<file path="src/rtl/sync_queue_mlane.sv">
// Multi-lane synchronous FIFO with show-ahead read lanes, flush,
// occupancy count and a programmable almost-full hint.
module sync_queue_mlane #(
  parameter int WIDTH    = 97,
  parameter int DEPTH    = 8,
  parameter int LANES    = 2,
  parameter int AFULL_TH = DEPTH - 2,
  parameter int CNT_W    = $clog2(DEPTH + 1)
) (
  input  logic                   CLK,
  input  logic                   RSTN,
  input  logic [LANES-1:0]       sync_q_wen,
  input  logic [LANES*WIDTH-1:0] sync_q_wdata,
  output logic [LANES-1:0]       sync_q_wok,
  input  logic [LANES-1:0]       sync_q_ren,
  output logic [LANES*WIDTH-1:0] sync_q_rdata,
  output logic [LANES-1:0]       sync_q_rok,
  input  logic                   sync_q_flush,
  output logic [CNT_W-1:0]       sync_q_count,
  output logic                   sync_q_afull
);

  localparam int PW = $clog2(DEPTH);

  logic [WIDTH-1:0] mem [DEPTH];
  logic [PW-1:0]    wr_ptr;
  logic [PW-1:0]    rd_ptr;
  logic [CNT_W-1:0] count;
  logic [CNT_W-1:0] free_cnt;
  logic [CNT_W-1:0] n_wr;
  logic [CNT_W-1:0] n_rd;
  logic [LANES-1:0] wr_acc;
  logic [LANES-1:0] rd_acc;
  logic             w_run;
  logic             r_run;

  assign free_cnt     = CNT_W'(DEPTH) - count;
  assign sync_q_count = count;
  assign sync_q_afull = count >= CNT_W'(AFULL_TH);

  for (genvar i = 0; i < LANES; i++) begin : g_lane
    assign sync_q_wok[i] = free_cnt > CNT_W'(i);
    assign sync_q_rok[i] = count > CNT_W'(i);
    assign sync_q_rdata[i*WIDTH +: WIDTH] =
      mem[rd_ptr + PW'(i)];
  end

  // A lane only counts if every lower lane was also accepted.
  always_comb begin
    wr_acc = '0;
    rd_acc = '0;
    n_wr   = '0;
    n_rd   = '0;
    w_run  = 1'b1;
    r_run  = 1'b1;
    for (int i = 0; i < LANES; i++) begin
      w_run     = w_run & sync_q_wen[i] & sync_q_wok[i];
      r_run     = r_run & sync_q_ren[i] & sync_q_rok[i];
      wr_acc[i] = w_run;
      rd_acc[i] = r_run;
      n_wr      = n_wr + CNT_W'(w_run);
      n_rd      = n_rd + CNT_W'(r_run);
    end
  end

  always_ff @(posedge CLK) begin
    if (RSTN && !sync_q_flush) begin
      for (int i = 0; i < LANES; i++) begin
        if (wr_acc[i]) begin
          mem[wr_ptr + PW'(i)] <=
            sync_q_wdata[i*WIDTH +: WIDTH];
        end
      end
    end
  end

  always_ff @(posedge CLK) begin
    if (!RSTN) begin
      wr_ptr <= '0;
      rd_ptr <= '0;
      count  <= '0;
    end else if (sync_q_flush) begin
      wr_ptr <= '0;
      rd_ptr <= '0;
      count  <= '0;
    end else begin
      wr_ptr <= wr_ptr + PW'(n_wr);
      rd_ptr <= rd_ptr + PW'(n_rd);
      count  <= count + n_wr - n_rd;
    end
  end

endmodule

</file>
<file path="config.mk">
export PLATFORM = sky130hd
export DESIGN_NAME = sync_queue_mlane
export DESIGN_NICKNAME = d
export VERILOG_FILES = /design/src/rtl/sync_queue_mlane.sv
export SDC_FILE = /design/constraint.sdc
export NUM_CORES = 2
export LEC_CHECK = 0
export ABC_AREA = 0
export CORE_ASPECT_RATIO = 1.5
export CORE_MARGIN = 2
export CORE_UTILIZATION = 53
export CTS_BUF_LIST = sky130_fd_sc_hd__clkbuf_16
export CTS_CLUSTER_DIAMETER = 150
export DETAILED_ROUTE_END_ITERATION = 10
export GPL_ROUTABILITY_DRIVEN = 0
export PLACE_DENSITY = 0.77
export SLEW_MARGIN = 20
export SYNTH_ARGS = -nofsm -noshare
export SYNTH_HDL_FRONTEND = slang
export SYNTH_SLANG_ARGS = --single-unit
</file>
<file path="constraint.sdc">
create_clock -name CLK -period 10.1 [get_ports CLK]
set_input_delay 2.02 -clock CLK [delete_from_list [all_inputs] [get_ports CLK]]
set_output_delay 2.02 -clock CLK [all_outputs]
set_load 0.01 [all_outputs]
</file>
clock_map.png
The bar under the picture is 50 µm long.
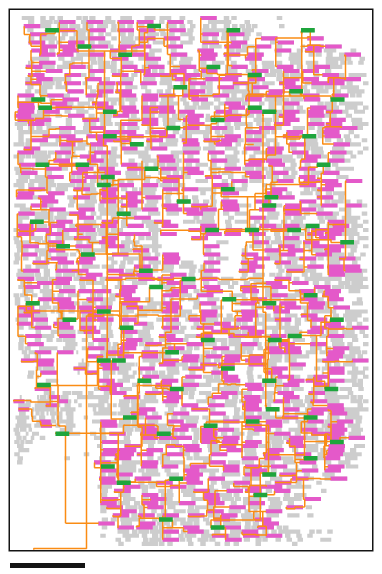
[clock wires] orange | length: 10,000 µm
[cells driving clock nets] green | count: 79
[flip-flops] magenta | count: 786
routed clock nets: 80
flops lie: widely spread

final_congestion.png
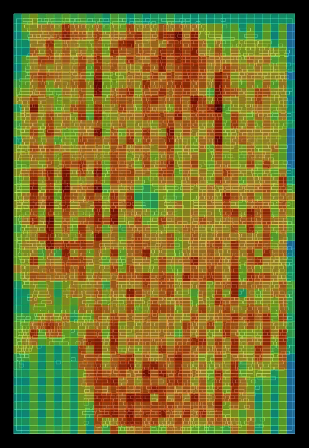
global routing usage summed across all routing layers: 28.8%
met2 global-route usage: 50.5%
global routing's busiest layer: met2

pins.png
Pins as bars across the die edge, other pins in gray.
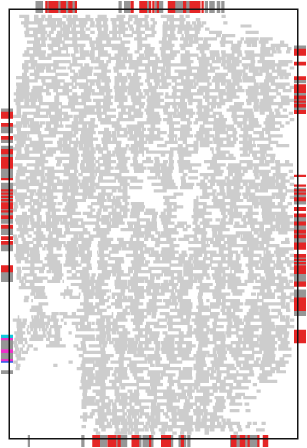
| port | color | pins | direction | edge |
|---|---|---|---|---|
| sync_q_rdata | red | 194 | output | 68 right, 44 bottom, 42 top, 40 left |
| sync_q_count | magenta | 4 | output | left |
| sync_q_wok | cyan | 2 | output | left |
| RSTN | blue | 1 | input | left |
all pins by edge: 110 right, 105 left, 95 bottom, 94 top

registers.png
Other sequential cells in the stronger gray, the rest of the logic in the fainter gray.
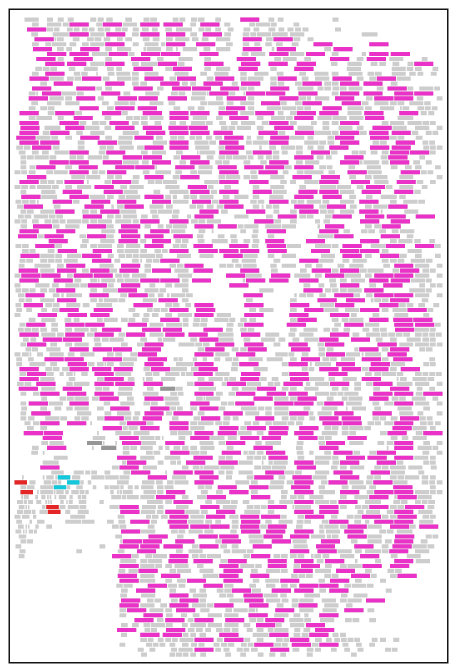
| netlist name | color | flops |
|---|---|---|
| mem | magenta | 776 |
| wr_ptr | cyan | 3 |
| sync_q_count | red | 4 |
not colored: 3

met4.png
Cells faint in the background.
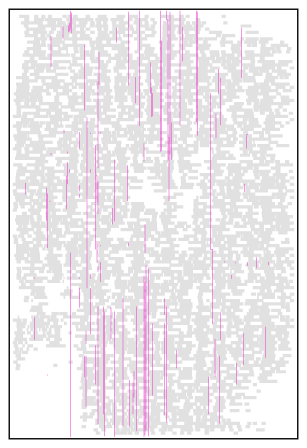
nets with wire on the layer: 77
main direction: vertical

-- metrics by stage --
step	TNS [ns]	utilization [%]	instances
finish	0	62.6	3963
global route	0	62.6	3958
CTS	0	62.5	3943
detailed placement	0	59.7	3803
global placement	0	59.6	3801
floorplan	-8.49	-	2430
-- sequential cells by signal, indices dropped and copies added (netlist names) --
name / count
sync_q_count: 4
rd_ptr: 3
wr_ptr: 3
mem: 776
-- power groups by stage --
stage          clock [mW]  combinational (mW)  sequential [mW]
2_1_floorplan           0                1.50             3.77
3_3_place_gp            0                2.37             3.79
3_5_place_dp            0                2.41             3.80
4_1_cts              2.81                2.42             3.73
5_1_grt              2.94                2.54             3.73
6_report             2.77                2.40             3.73
-- placed cells by master (no fill, tap or decap), drive strengths merged, types with 2 or more instances in the layout --
| cell type | Yosys | routed |
|---|---|---|
| mux4 | 388 | 388 |
| inv | 13 | 36 |
| clkdlybuf4s50 | 0 | 403 |
| nor2b | 2 | 2 |
| mux2 | 970 | 970 |
| a21oi | 2 | 2 |
| bufinv | 0 | 2 |
| buf | 127 | 42 |
| a21o | 2 | 2 |
| nand2b | 4 | 4 |
| nand2 | 5 | 5 |
| ha | 13 | 13 |
| clkinvlp | 0 | 4 |
| o21bai | 2 | 2 |
| o21ai | 4 | 4 |
| diode | 0 | 20 |
| fa | 4 | 4 |
| nand4 | 3 | 3 |
| and2 | 7 | 7 |
| xor2 | 4 | 4 |
| nor2 | 7 | 7 |
| nor3 | 2 | 2 |
| xnor2 | 3 | 3 |
| nand3 | 2 | 2 |
| edfxtp | 776 | 776 |
| dfxtp | 10 | 10 |
| and3 | 3 | 3 |
| clkbuf | 67 | 81 |
| clkinv | 0 | 30 |
==> Table 3: Implementation characteristics <==
Characteristics after synthesis and place and route

Parameter                              Value

Final timing
  Minimum clock period after layout .................. 6.67 ns
  Tightest hold margin .................. 0.639 ns
  Slew at the pin closest to its max-slew limit .................. between 1 and 1.5 ns
  Post-layout period usage of the worst path .................. approximately 66%
  Final setup violating endpoints .................. 0
  Layout Skew .................. 0.0197 ns

Finish
  Largest cell class by area .................. sequential cells
  Clkbuf count .................. 81
  Inverter count of the layout excluding clock inverters .................. 13
  Fraction of final layout cells sized beyond drive strength 1 .................. 54.2%
  Proportion of cell area spent on the clock network .................. approximately 4.5%
  Fraction of area in registers .................. 44.9%
  Buffer count excluding the clock tree in the final layout .................. 445
  Post-layout net count .................. 2,980
  Fraction of standard cell area in multi-input logic .................. about two fifths
  Layout overhead on the synthesized area .................. 16.9%
  Number of filler instances in the final layout .................. about 6,000

Synthesis
  Floorplan net count .................. 2,648
  Unique cell types .................. 40
  Leading cell type by number of instances after synthesis .................. sky130_fd_sc_hd__mux2_2
  Number of enable flip-flop cells .................. 776
  Top cells by count, synth .................. sky130_fd_sc_hd__mux2_2 (951), sky130_fd_sc_hd__edfxtp_1 (776), sky130_fd_sc_hd__mux4_2 (388)
  Compound-Gate Fraction of Synth Area .................. 0.151%
  Most common flop cell mapped by yosys .................. sky130_fd_sc_hd__edfxtp_1
  Adder Share, Synth .................. 0.541%

Critical path
  Worst setup slack for register-to-register paths .................. between 5 and 6 ns
  Slowest stage cell, crit path .................. sky130_fd_sc_hd__buf_4
  Worst Setup Path Type .................. flop to primary output
  End of the worst register-to-register path .................. mem[6][46]
  Worst reg2reg path depth .................. 6
  CP Depth .................. 5
  Worst setup path startpoint .................. rd_ptr[0]

Placement
  Setup WS pre-CTS .................. 3.99 ns
  Post-DP Area .................. 0.0500 mm²

Detailed routing
  Met2 routed wirelength .................. roughly 66 mm
  WL met3 .................. 9.45 mm
  1st-iter DRT viols .................. approximately 2,000
  DRC .................. 0
  Post-detailed-route count of antenna-violating nets .................. 0
  Average vias per placed instance .................. roughly 6.6

Floorplan
  Chip Height .................. 360 µm
  Initial cell density of the core .................. about 54%
  Die outline width .................. 242 µm
  Placeable Area .................. 0.0838 mm²
  I/O pin count .................. about 400

GRT
  Met1 layer usage reported by global route .................. 34.4%
  First-pass GRT wire length .................. roughly 190 mm
  Initial antenna violation count .................. 38
  Largest net degree at the start of global routing .................. approximately 150

Pwr
  Combinational cell fraction of total power .................. 27.0%
  Worst ir drop on vdd .................. 165 µV
  Switching power .................. roughly 2.4 mW
  Static leakage .................. 16.3 nW
  Sequential power share .................. 41.9%

Status
  Result of the run .................. finished, final reports clean

Clocking
  Clock tree root buffer cell .................. sky130_fd_sc_hd__clkbuf_16
  Depth of the CTS H-tree .................. 3
  Post-CTS Repair Setup Buffers .................. 0
  Clock tree from TritonCTS .................. done
  Skew-Pair Late Insertion Delay .................. 0.64 ns
  Number of buffers added by the clock tree synthesis step .................. 79
  Reg clk slew, reported paths .................. 0.06 ns

Worst hold path
  Worst-case hold path end point .................. wr_ptr[2]

Flow run
  OpenROAD warning count .................. 35
Power and IR drop assume default switching activity.
